<file path="src/rtl/io_port_pkg.sv">
// Shared definitions for the board I/O port blocks.
//   SEL_*       : read-select codes presented on rd_sel
//   debState_t  : per-bit debounce state encoding
package io_port_pkg;

  localparam logic [1:0] SEL_LEVEL  = 2'd0;
  localparam logic [1:0] SEL_RISE   = 2'd1;
  localparam logic [1:0] SEL_FALL   = 2'd2;
  localparam logic [1:0] SEL_STATUS = 2'd3;

  typedef enum logic {
    ST_STABLE   = 1'b0,
    ST_COUNTING = 1'b1
  } debState_t;

endpackage

</file>
<file path="src/rtl/sw_input_port_debounce_bit.sv">
// debounce_bit: one switch/button bit.
//   clk, rstn  : clock, synchronous active-low reset
//   swRaw      : raw asynchronous level
//   stable     : debounced level (registered)
//   commit     : high in the cycle whose clock edge will update `stable`
//   commitRise : direction of that update (1 = rising, 0 = falling)
// commit/commitRise are combinational so the owner can set its event flags on
// the same edge that `stable` changes.
module debounce_bit import io_port_pkg::*; #(
  parameter int DEBOUNCE_CYCLES = 1000000,
  parameter int CNT_W           = 24
) (
  input  logic clk,
  input  logic rstn,
  input  logic swRaw,
  output logic stable,
  output logic commit,
  output logic commitRise
);

  localparam logic [CNT_W-1:0] LAST_CNT = CNT_W'(DEBOUNCE_CYCLES - 1);

  logic             s1;
  logic             s2;
  debState_t        state;
  logic [CNT_W-1:0] cnt;

  // The level has now differed for DEBOUNCE_CYCLES consecutive cycles.
  assign commit     = (state == ST_COUNTING) && (s2 != stable) && (cnt == LAST_CNT);
  assign commitRise = s2;

  always_ff @(posedge clk) begin
    if (!rstn) begin
      s1     <= 1'b0;
      s2     <= 1'b0;
      stable <= 1'b0;
      state  <= ST_STABLE;
      cnt    <= '0;
    end else begin
      s1 <= swRaw;
      s2 <= s1;
      case (state)
        ST_STABLE: begin
          if (s2 != stable) begin
            state <= ST_COUNTING;
            cnt   <= CNT_W'(1);
          end else begin
            cnt <= '0;
          end
        end
        ST_COUNTING: begin
          if (s2 == stable) begin
            // glitch: level went back before it was accepted
            state <= ST_STABLE;
            cnt   <= '0;
          end else if (cnt == LAST_CNT) begin
            stable <= s2;
            state  <= ST_STABLE;
            cnt    <= '0;
          end else begin
            cnt <= cnt + CNT_W'(1);
          end
        end
        default: begin
          state <= ST_STABLE;
          cnt   <= '0;
        end
      endcase
    end
  end

endmodule

</file>
<file path="src/rtl/sw_input_port.sv">
// sw_input_port: switch/button input peripheral for the CPU core.
//   clk, rstn   : clock, synchronous active-low reset
//   sw_i        : raw switch/button levels (asynchronous)
//   rd_en       : CPU read strobe (one cycle per access)
//   rd_sel      : 0 levels, 1 rise flags, 2 fall flags, 3 status
//   rd_data     : registered read data, zero-extended to 32 bits
//   rd_valid    : one-cycle pulse the cycle after an accepted rd_en
//   sw_stable   : debounced levels
//   evt_pending : OR of all sticky rise/fall flags
// Rise/fall flags are sticky and cleared by reading them; a flag set on the
// same edge as its clear survives, so no event is ever lost.
module sw_input_port import io_port_pkg::*; #(
  parameter int WIDTH           = 16,
  parameter int DEBOUNCE_CYCLES = 1000000,
  parameter int CNT_W           = 24
) (
  input  logic             clk,
  input  logic             rstn,
  input  logic [WIDTH-1:0] sw_i,
  input  logic             rd_en,
  input  logic [1:0]       rd_sel,
  output logic [31:0]      rd_data,
  output logic             rd_valid,
  output logic [WIDTH-1:0] sw_stable,
  output logic             evt_pending
);

  logic [WIDTH-1:0] commitVec;
  logic [WIDTH-1:0] dirVec;
  logic [WIDTH-1:0] riseFlags;
  logic [WIDTH-1:0] fallFlags;
  logic [WIDTH-1:0] riseSet;
  logic [WIDTH-1:0] fallSet;
  logic [WIDTH-1:0] riseClr;
  logic [WIDTH-1:0] fallClr;
  logic [WIDTH-1:0] riseNext;
  logic [WIDTH-1:0] fallNext;
  logic [31:0]      readValue;

  generate
    for (genvar gi = 0; gi < WIDTH; gi++) begin : g_bit
      debounce_bit #(
        .DEBOUNCE_CYCLES(DEBOUNCE_CYCLES),
        .CNT_W          (CNT_W)
      ) u_deb (
        .clk       (clk),
        .rstn      (rstn),
        .swRaw     (sw_i[gi]),
        .stable    (sw_stable[gi]),
        .commit    (commitVec[gi]),
        .commitRise(dirVec[gi])
      );
    end
  endgenerate

  assign riseSet = commitVec & dirVec;
  assign fallSet = commitVec & ~dirVec;

  // Read mux and clear-on-read. Only the bits actually returned are cleared,
  // which is every currently set bit of the selected flag word.
  always_comb begin
    readValue = '0;
    riseClr   = '0;
    fallClr   = '0;
    case (rd_sel)
      SEL_LEVEL:  readValue = 32'(sw_stable);
      SEL_RISE: begin
        readValue = 32'(riseFlags);
        riseClr   = rd_en ? riseFlags : '0;
      end
      SEL_FALL: begin
        readValue = 32'(fallFlags);
        fallClr   = rd_en ? fallFlags : '0;
      end
      default:    readValue = {30'b0, |fallFlags, |riseFlags};
    endcase
  end

  // Set is applied after clear so a same-cycle set wins.
  assign riseNext = (riseFlags & ~riseClr) | riseSet;
  assign fallNext = (fallFlags & ~fallClr) | fallSet;

  always_ff @(posedge clk) begin
    if (!rstn) begin
      riseFlags   <= '0;
      fallFlags   <= '0;
      evt_pending <= 1'b0;
      rd_data     <= '0;
      rd_valid    <= 1'b0;
    end else begin
      riseFlags   <= riseNext;
      fallFlags   <= fallNext;
      evt_pending <= (|riseNext) | (|fallNext);
      rd_valid    <= rd_en;
      if (rd_en) begin
        rd_data <= readValue;
      end
    end
  end

endmodule

</file>
<file path="config.mk">
export PLATFORM = sky130hd
export DESIGN_NAME = sw_input_port
export DESIGN_NICKNAME = d
export VERILOG_FILES = /design/src/rtl/io_port_pkg.sv /design/src/rtl/sw_input_port_debounce_bit.sv /design/src/rtl/sw_input_port.sv
export SDC_FILE = /design/constraint.sdc
export NUM_CORES = 1
export LEC_CHECK = 0
export CAP_MARGIN = 25
export CORE_MARGIN = 10
export CORE_UTILIZATION = 45
export CTS_CLUSTER_SIZE = 30
export DETAILED_ROUTE_END_ITERATION = 10
export PLACE_DENSITY = 0.69
export SETUP_SLACK_MARGIN = 0.3
export SLEW_MARGIN = 10
export SYNTH_ARGS = -nofsm -noshare
export SYNTH_HDL_FRONTEND = slang
export SYNTH_SLANG_ARGS = --single-unit
</file>
<file path="constraint.sdc">
create_clock -name clk -period 3.02 [get_ports clk]
set_input_delay 0.604 -clock clk [delete_from_list [all_inputs] [get_ports clk]]
set_output_delay 0.604 -clock clk [all_outputs]
set_load 0.01 [all_outputs]
</file>
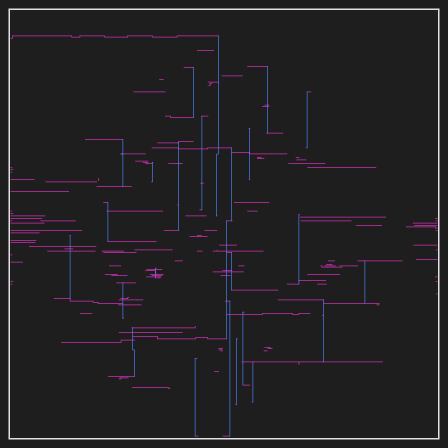
*Wiring by layer, run 1*
Two of the layers only.
- blue: met4 (wire length 922 microns)
- magenta: met3 (wire length 1920 microns)
wire per inst: 14.57 microns
global router's overall resource usage: 0.1605
via total after detailed routing: 16910
final wirelength: 46620 microns

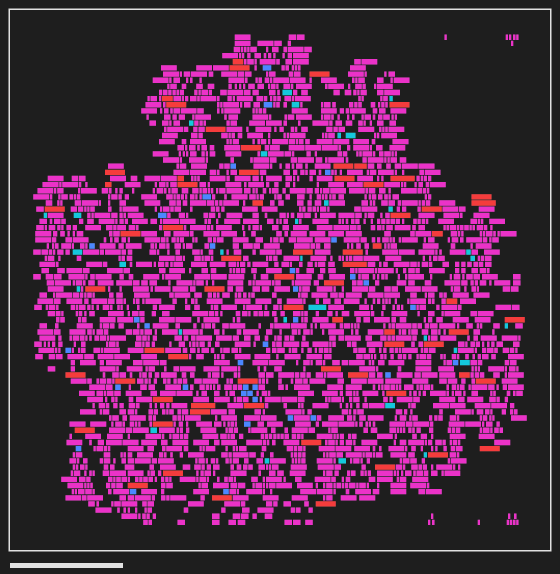
*Cell sizes after repair, run 1*
Scale bar: 50 microns.
- cyan: drive 2 (cells 31)
- red: drive 6 and up (cells 68)
- blue: drive 3 to 4 (cells 35)
- magenta: drive 1 or less (cells 2450)
total of plain and repair buffers excluding clock buffers: 78
layout overhead on the synthesized area: 12.48%

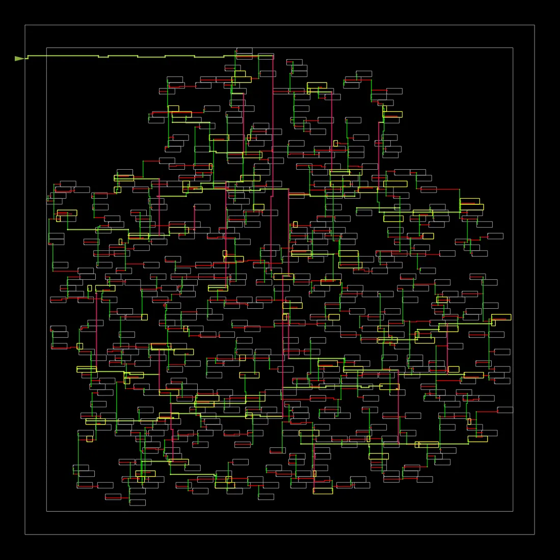
*Clock wiring as the flow saved it, run 1*
Clk. pwr: 6.34 mW
Setup Skew: 0.02544 ns

==> results.txt, run 1 <==
Reports from this run.

- The depth of the CTS H-tree reads 2.
- The launch point of the critical path is g_bit[1].u_deb.cnt[22].
- The total power divided by cell area is 542.5 mW/mm^2.
- Entering global routing, the biggest net connects 40 pins.
- In the post-synthesis netlist, the biggest area contributors are sky130_fd_sc_hd__dfxtp_1, sky130_fd_sc_hd__nor2_1, sky130_fd_sc_hd__xor2_1.
- The cell count after placement reads 3106.
- The instance count of the mapped netlist is ~2500.
- The synthesized area per cell is 8.616 sq um.
- The dominant register cell in the synthesized netlist reads sky130_fd_sc_hd__dfxtp_1.
- The number of setup violations in the final report reads 0.
- TritonCTS built the clock tree.
- The vias per cell reads around 5.3.
- The worst-margin pin slew reads 0.7647 ns.
- The peak per-stage delay on the critical path is around 0.68 ns.
- The cell type with the largest total area reads sky130_fd_sc_hd__dfxtp_1.
- Clock tree synthesis inserted a total of slightly above 50 buffers.
- The number of global-route vias before repair reads about 16000.
- The detailed router finished its first iteration with 1055 violations.
- After clock tree synthesis, the setup repair step added 0 buffers.
- Setup slack closes at 0.6474 ns.
- The number of buffers between clock root and the deepest sink is 3.
- The startpoint of the worst hold path is g_bit[0].u_deb.s1.
- The async set-or-reset flop fraction in the synthesized netlist reads 0.
- The number of max-slew violations in the final report reads 0.
- Per the synthesis report, the number of distinct cell types is a little over 60.
- The worst reg2reg path startpoint reads g_bit[1].u_deb.cnt[22].
- For reference, the top cells by count after synthesis are sky130_fd_sc_hd__nor2_1, sky130_fd_sc_hd__dfxtp_1, sky130_fd_sc_hd__xor2_1.
- The flow ran to the end, and the final reports show no timing, DRC or antenna violations.
- The worst register-to-register path has a depth of 5.
- Nets still carrying antenna violations after routing amount to 0.
- The floorplan die area reads 0.05720 sq mm.
- The part of the Yosys area used for sequential elements reads 0.4612.
- The part of the cycle the worst path needs is 0.7856.
- The number of antenna violations at the first check in global routing reads 0.
- The routability congestion estimate reads 0.8575.
- In this run the count of I/O pins placed on the die edge is 71.
- The share of final-layout standard cells stronger than drive strength 1 is 0.05186.
- Gates resized during post-CTS repair numbered 0.
- The maximum fanout encountered on the critical timing path is 23.
- The worst slew slack as a fraction of its limit is 0.4902.
- The endpoint identified for the worst register-to-register timing path is g_bit[1].u_deb.cnt[3].
- The worst VDD IR drop from the latest analysis is about 0.41 mV.
- The final layout reports a setup TNS of 0 ns.
- After legalization and detailed placement, the total HPWL measured 33210 microns.
- The total of buffers placed on input and output ports reads ~54.
- The first global-routing pass estimated 78110 microns of wire.
- The floorplan-stage core utilization is 0.4537.
- The number of synthesized register bits is 498.
- The final critical path time including I/O delays and setup is 2.373 ns.
- The number of stages on the worst setup path is 5.
- The worst-case reg-to-reg setup slack stands at 0.65 ns.
- The mapped netlist covers 0.02162 sq mm.
- The number of cell rows is about 80.
- The DRC violation count after routing is 0.
- The fmax reads 421.5 MHz.
- In this run the worst hold path is classified as flop to flop.
- The yosys warning tally is 0.
- The number of antenna repair diodes is 0.
- The number of nets in the layout reads 2581.
- The highest-delay cell along the critical path reads sky130_fd_sc_hd__or3b_1.
- The cell leakage power is approximately 7.7 nW.
- The post-synthesis chip area from yosys is 0.02162 sq mm.
- The finished layout holds 3199 standard cells, fillers aside.
- The worst setup path is launched from a flop.
- The cell at the root of the clock tree reads sky130_fd_sc_hd__clkbuf_16.
- The yosys cell count is 2509.
- Logged for this run, the post-placement worst setup slack is 0.2341 ns.
- The standard cell area after detailed placement reads 0.02261 sq mm.
- The later-pin clock latency in the skew report reads 0.59 ns.
- For this run the top cell type by instance count after synthesis was sky130_fd_sc_hd__nor2_1.
- The cell type group with the largest total delay on the critical path is simple AND/OR/NAND/NOR gates.
- The capture point of the critical path is g_bit[1].u_deb.cnt[3].
- The number of maximum-capacitance violations recorded for the run is 0.
- The buffering stage count on the worst path with inverters included reads 0.
- In this run the critical path is formed by or4_1, nand2b_1, nor4b_1, or3b_1, nor2_1.
- The critical setup path kind is flop to flop.
- In this run the horizontal extent of the chip is 239.2 microns.
- The number of clock sinks came to about 500.
- The first-pass iteration count of the detailed router is 5.
- According to the floorplan report, the placeable core area is 0.04765 sq mm.
- The number of hold buffers added after CTS is 0.
- The endpoint of the worst hold path reads g_bit[0].u_deb.commitRise.
- Total power for the finished layout comes to approximately 13 mW.
- Once layout is done, the placed cells without fillers occupy 0.02432 sq mm.
- The share of synthesized area in the top cell type comes to 0.4612.
- The required time of the critical path reads 3.46 ns.
- The data arrival time of the critical path reads approximately 2.8 ns.
- Per the OpenROAD floorplan log, the height of the die is about 240 microns.
- The post-CTS clock slew at the launch and capture registers of the worst setup and hold paths reads roughly 0.060 ns.
- The instance count along the most critical hold path is 1.
- At the end of the flow the core is filled with cells to 0.5103.
- The count of warning messages emitted by the tools is 26.
- The number of flops mapped to enable cells by yosys reads 0.
- The number of hold-slack violations in the final timing report is 0.
- The sort of element at the end of the critical path reads a flop.
- Setup repair after global routing left no endpoint under its margin.
- The final hold slack reads 0.4346 ns.
- The total overflow left after global routing is 0.
[run 1: layout make-up]
type / count / area, sq um
clock buffer: 67 / 1438
sequential: 498 / 9970
timing repair buffer: 78 / 719.4
fill: 4406 / 23330
multi-input combinational: 1849 / 10900
clock inverter: 26 / 271.5
inverter: 66 / 247.7
tap: 615 / 769.5
[run 1: cell usage in the layout (no fill, tap or decap), types with 6 or more instances in the layout]
cell                                n
sky130_fd_sc_hd__nand3b_1          16
sky130_fd_sc_hd__o21ai_0           40
sky130_fd_sc_hd__dfxtp_1          498
sky130_fd_sc_hd__nor2b_1           14
sky130_fd_sc_hd__inv_1             65
sky130_fd_sc_hd__and2_1            65
sky130_fd_sc_hd__clkdlybuf4s50_1   53
sky130_fd_sc_hd__clkinv_2          11
sky130_fd_sc_hd__and4_1            38
sky130_fd_sc_hd__or3_1             47
sky130_fd_sc_hd__and3_1            54
sky130_fd_sc_hd__clkbuf_1           7
sky130_fd_sc_hd__buf_4             23
sky130_fd_sc_hd__or2_2              6
sky130_fd_sc_hd__nor3_1            52
sky130_fd_sc_hd__o21a_1             6
sky130_fd_sc_hd__xor2_1           170
sky130_fd_sc_hd__conb_1            16
sky130_fd_sc_hd__nand3_1          125
sky130_fd_sc_hd__clkbuf_16         52
sky130_fd_sc_hd__a211oi_1          20
sky130_fd_sc_hd__a2111oi_0          7
sky130_fd_sc_hd__xnor2_1          158
sky130_fd_sc_hd__clkbuf_8           8
sky130_fd_sc_hd__nor4_1            41
sky130_fd_sc_hd__nand4_1           83
sky130_fd_sc_hd__nand2b_1           9
sky130_fd_sc_hd__nor2_1           517
sky130_fd_sc_hd__nand2_1          166
sky130_fd_sc_hd__ha_1              16
sky130_fd_sc_hd__a22oi_1            7
sky130_fd_sc_hd__nor4b_1           18
sky130_fd_sc_hd__a21oi_1           66
sky130_fd_sc_hd__or4_1             11
sky130_fd_sc_hd__clkinvlp_4         6
sky130_fd_sc_hd__mux2i_1           31
[run 1: power breakdown]
part           total [mW]  leakage (nW)  switching, mW  internal [mW]
clock                6.34         0.831           2.63           3.71
sequential           6.65          4.02         0.0367           6.61
combinational       0.209          2.87          0.122         0.0864
total                13.2          7.72           2.79           10.4
[run 1: sequential cells by signal (all words and copies together) (netlist names)]
register,count
g_bit.u_deb.s1,16
evt_pending,1
rd_data,16
g_bit.u_deb.commitRise,16
g_bit.u_deb.state,16
fallFlags,16
rd_valid,1
riseFlags,16
g_bit.u_deb.cnt,384
g_bit.u_deb.stable,16
[run 1: logic make-up after synthesis]
family                     Yosys count  share of synthesized area
buffers and inverters              177                    0.03716
and+or+nand+nor                   1293                     0.2981
muxes                               32                    0.01540
xor gates and xnor gates           328                     0.1329
DFF                                498                     0.4612
adders and majority gates           16                   0.009261
AOI/OAI and AO/OA                  164                    0.04578
other                                1                  0.0001735
[run 1: layer usage]
layer	wire, microns	vias to the layer above	part of all wire	track usage
met5	0	-	0	0
met2	21900	270	0.47	0.2718
met4	921	0	0.020	0.04515
met1	21880	8035	0.47	0.2057
li1	-	8549	-	-
met3	1923	58	0.041	0.02793
### Signal wires on met2, run 1

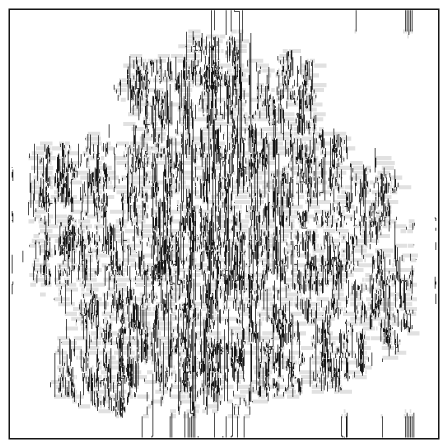

## Run 2: what changed since run 1
- clock period: 3.02 -> 2.4 ns (I/O delays scaled with it)
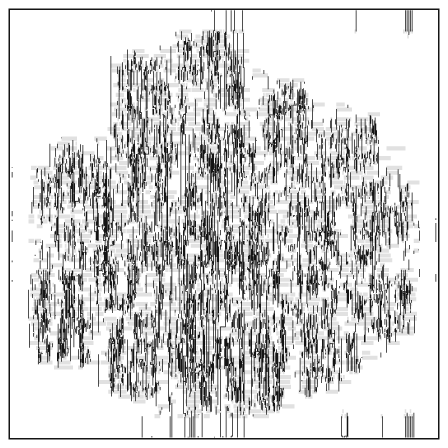
*Signal wires on met2, run 2*
- share of all routed wire: 46%
- main direction: vertical
- nets with wire on the layer: 2261
via total after detailed routing: 17270
met2 usage: 0.2696
final wirelength: 47830 microns

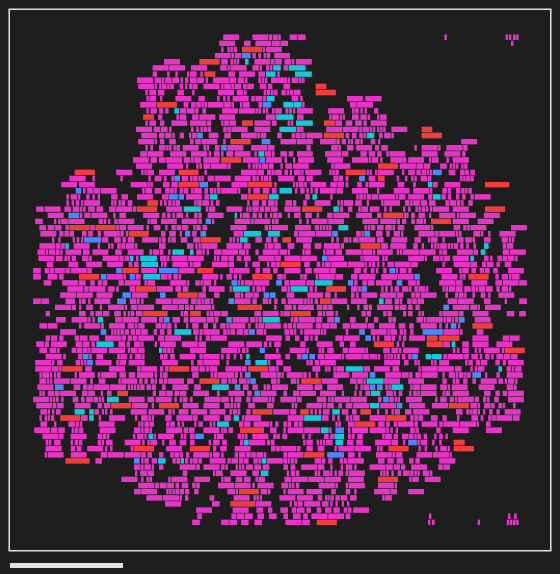
*Cell sizes after repair, run 2*
Scale bar: 50 microns.
- red: drive 6 and up (cells 82)
- blue: drive 3 to 4 (cells 72)
- cyan: drive 2 (cells 75)
- magenta: drive 1 or less (cells 2395)
setup slack of the critical path after layout: 0.2115 ns
total of plain and repair buffers excluding clock buffers: 112

==> run 2 against run 1 <==
  * Clock skew shrank 0.0091 ns
  * Clock power rose by 37%
  * Via count rose by 2.1%
  * Critical path depth up 3
  * Critical path type unchanged
  * Critical endpoint is now evt_pending
  * Worst hold slack lost 0.056 ns
  * Synthesized area unchanged
  * Combinational power rose by 33%
  * Largest cell class unchanged
  * Power grew 31%
  * Register-to-register slack worse by 0.44 ns
  * Sequential share of layout area shrank 1.1 points
  * Design area rose by 3.0%
  * Sequential power up 26%
==> results.txt, run 2 <==
Reports from this run.

- The startpoint of the worst hold path reads rstn.
- By instance count, the cell type seen most on the critical path is sky130_fd_sc_hd__and3_1.
- The instance count along the most critical hold path is 3 (+2).
- The total standard cell area after synthesis came to 0.02162 sq mm (unchanged).
- The final critical path time including I/O delays and setup is 2.188 ns (-0.1841 ns).
- The maximum fanout encountered on the critical timing path reads 4 (-83%).
- The DRC violation count after routing reads 0 (unchanged).
- The endpoint of the worst hold path is riseFlags[4].
- The area share of the leading cell type in the synthesized netlist reads 0.4612 (unchanged).
- The yosys warning tally came to 0 (unchanged).
- The global-route wire length before repair is 79700 microns (+2.0%).
- Setup repair after global routing could not meet its margin everywhere.
- The flow ran to the end, and the final reports show no timing, DRC or antenna violations.
- The cell count after placement reads 3136 (+0.97%).
- The async set-or-reset flop fraction in the synthesized netlist reads 0 (unchanged).
- The number of antenna violations at the first check in global routing is 0 (unchanged).
- The critical setup path kind is flop to flop.
- The main area contributors are sky130_fd_sc_hd__dfxtp_1, sky130_fd_sc_hd__nor2_1, sky130_fd_sc_hd__xor2_1.
- In the layout the commonest cells are sky130_fd_sc_hd__nor2_1, sky130_fd_sc_hd__dfxtp_1, sky130_fd_sc_hd__xor2_1.
- The library cell with the highest instance count after synthesis is sky130_fd_sc_hd__nor2_1.
- The cell leakage power reads 8.216 nW (+6.4%).
- The TritonCTS sink count reads 498 (unchanged).
- The standard cell area after detailed placement reads 0.02287 sq mm (+1.1%).
- The peak supply drop is 0.4806 mV (+17%).
- The count of warning messages emitted by the tools is 28 (+7.7%).
- The required time of the critical path reads 2.85 ns (-0.61 ns).
- The path class of the lowest-slack min-delay path reads input pin to flop.
- The data arrival time of the critical path reads 2.64 ns (-0.17 ns).
- The synthesized area per cell came to 8.616 sq um (unchanged).
- The number of antenna repair diodes reads 0 (unchanged).
- The sort of element at the end of the critical path is a flop.
- The number of cells traversed by the worst register-to-register path reads 8 (+3).
- The worst reg2reg path startpoint is g_bit[14].u_deb.cnt[0].
- The routability congestion estimate came to 0.8616 (+0.48%).
- The max-capacitance violation count is 0 (unchanged).
- The later-pin clock latency in the skew report reads 0.59 ns (about the same).
- The capture point of the worst reg-to-reg path reads evt_pending.
- The pin count of the biggest net entering global routing came to 24 (-40%).
- The die span in x reads 239.2 microns (unchanged).
- The number of cell rows reads 80 (unchanged).
- The half-perimeter wire length of the detailed placement result came to 33780 microns (+1.7%).
- The combined area of the multi-input logic cells reads 0.01111 sq mm (+1.9%).
- The share of final-layout standard cells stronger than drive strength 1 is 0.08727 (+0.03541).
- The number of nets in the layout is 2617 (+1.4%).
- The final hold slack was 0.3787 ns (-0.05588 ns).
- The dominant register cell in the synthesized netlist is sky130_fd_sc_hd__dfxtp_1.
- The yosys cell count reads 2509 (unchanged).
- The commonest non-fill, non-tap cell in the layout reads sky130_fd_sc_hd__nor2_1.
- The total of buffers placed on input and output ports reads 54 (unchanged).
- The total global-route track usage reads 0.1640 (+0.003518).
- The DRC marker count from the first detailed-route iteration reads 989 (-6.3%).
- The number of top-level pins is 71 (unchanged).
- Per the synthesis report, the dominant area consumer among library cells is sky130_fd_sc_hd__dfxtp_1.
- The total area of sequential cells was 0.009997 sq mm (+0.28%).
- The worst setup skew after layout reads 0.01637 ns (-0.009066 ns).
- The flip-flop count of the largest register after layout is 384 (unchanged).
- The depth of the CTS H-tree was 2 (unchanged).
- The highest-delay cell along the critical path reads sky130_fd_sc_hd__a2111oi_1.
- The post-detailed-route count of antenna-violating nets is 0 (unchanged).
- The number of hold buffers added after CTS reads 0 (unchanged).
- The TritonCTS clock tree reads built.
- The post-route cell area reads 0.02503 sq mm (+3.0%).
- The die outline height is 239.2 microns (unchanged).
- The number of buffers inserted during clock tree synthesis is 53 (+3.9%).
- The floorplan die area reads 0.05720 sq mm (unchanged).
- By count the netlist is led by sky130_fd_sc_hd__nor2_1, sky130_fd_sc_hd__dfxtp_1, sky130_fd_sc_hd__xor2_1.
- The fmax reads 456.9 MHz (+8.4%).
- The number of global-route vias before repair is 16680 (+1.7%).
- The number of setup violations in the final report reads 0 (unchanged).
- The post-synthesis chip area from yosys came to 0.02162 sq mm (unchanged).
- The number of buffers between clock root and the deepest sink is 3 (unchanged).
- The part of the cycle the worst path needs is 0.9119 (+0.1262).
- The number of filler cells placed in the layout was 4339 (-1.5%).
- The part of the Yosys area used for sequential elements came to 0.4612 (unchanged).
- The vias per cell is 5.332 (+0.86%).
- The total power divided by cell area is 691.7 mW/mm^2 (+27%).
- The peak per-stage delay on the critical path is 0.43 ns (-0.25 ns).
- The worst-margin pin slew came to 0.5415 ns (-0.2232 ns).
- The distinct cell type count after synthesis is 62 (unchanged).
- The type of origin of the critical path is a flop.
- The number of max-slew violations in the final report reads 0 (unchanged).
- The sum of overflow across all layers after global routing is 0 (unchanged).
- The number of hold-slack violations in the final timing report is 0 (unchanged).
- g_bit.u_deb.cnt holds more flip-flops than any other register.
- The post-CTS clock slew at the launch and capture registers of the worst setup and hold paths came to 0.06 ns (about the same).
- The placeable core region is 0.04765 sq mm (unchanged).
- The cell at the root of the clock tree is sky130_fd_sc_hd__clkbuf_16.
- Walking the worst path, the cells encountered are ha_1, and3_1, nand3_1, nor4bb_4, a2111oi_1, buf_4, and3_1, a41oi_1.
- The area added between synthesis and finish reads 15.81%.
- The routed wirelength normalized by instance count reads 14.77 microns (+1.3%).
- The floorplan-stage core utilization is 0.4537 (unchanged).
- The reg-to-reg setup timing slack came to 0.21 ns (-0.44 ns).
- The first-pass iteration count of the detailed router is 6 (+1).
- The number of synthesized register bits is 498 (unchanged).
- The cell type group with the largest total delay on the critical path is simple AND/OR/NAND/NOR gates.
- The post-placement worst setup slack reads -0.04047 ns (-0.2746 ns).
- The worst slew slack as a fraction of its limit reads 0.6357 (+0.1455).
- The buffering stage count on the worst path with inverters included is 1 (+1).
- The instance count of the mapped netlist is 2509 (unchanged).
- The count of non-filler cells in the finished layout reads 3239 (+1.3%).
- The number of flops mapped to enable cells by yosys is 0 (unchanged).
## run 2: cell counts after synthesis
No cell type changed its count.
## run 2: tightest hold or removal path, cell delays in order
cell and delay [ns]:
sky130_fd_sc_hd__buf_2 0.16, sky130_fd_sc_hd__buf_12 0.17, sky130_fd_sc_hd__o21a_1 0.10
## run 2: cells by family after synthesis
family                   synth area share
AND/OR/NAND/NOR                    0.2981
flip-flops                         0.4612
XOR/XNOR                           0.1329
buffers and inverters             0.03716
AND-OR/OR-AND                     0.04578
other                           0.0001735
multiplexers                      0.01540
adder cells (fa/ha/maj)          0.009261
## run 2: per-stage QoR
| step | setup TNS, ns | util | power [mW] |
|---|---|---|---|
| after floorplan | 0 | - | 8.692 |
| after global placement | -0.03448 | 0.4799 | 8.818 |
| after detailed placement | -0.04047 | 0.4799 | 8.826 |
| after CTS | 0 | 0.5198 | 17.52 |
| after global routing | 0 | 0.5254 | 17.87 |
| final | 0 | 0.5254 | 17.32 |
## run 2: area by class of cell
class	count	area share
clock buffers	80	0.06392
flip-flops and latches	498	0.3993
well taps	615	0.03074
repair buffers	112	0.04118
multi-input cells	1849	0.4438
clock inverters	19	0.01115
inverters	66	0.009896
## run 2: report_power, final
part           total (mW)  internal [mW]  switching [mW]
logic               0.278          0.122           0.157
registers            8.37           8.32          0.0469
clock network        8.67           5.34            3.33
total                17.3           13.8            3.53
## run 2: how the worst max path moves through the flow
| stage | slack (ns) | end | depth (start not counted) | from |
|---|---|---|---|---|
| final | 0.21 | evt_pending | 8 | g_bit[14].u_deb.cnt[0] |
| after global routing | 0.1 | evt_pending | 8 | g_bit[4].u_deb.cnt[9] |
| after CTS | 0.17 | evt_pending | 8 | g_bit[14].u_deb.cnt[0] |
| after detailed placement | -0.04 | evt_pending | 7 | rd_en |
| after global placement | -0.03 | evt_pending | 7 | rd_en |
| after floorplan | 0.40 | g_bit[8].u_deb.cnt[9] | 7 | g_bit[8].u_deb.cnt[8] |
## run 2: layer usage
layer  vias up  routed length (microns)  track usage
met2       341                    22180       0.2696
met4         0                     1799      0.06869
met1      8196                    21510       0.2076
met3       104                     2342      0.03034
li1       8630                        -            -
met5         -                        0            0
## run 2: repair_timing
item,CTS,global route
pin swaps,3,7
endpoints found under the setup margin,70,232
gates cloned,0,1
setup buffers,1,2
gates resized,28,63
Power is estimated from default activity; no workload was simulated.
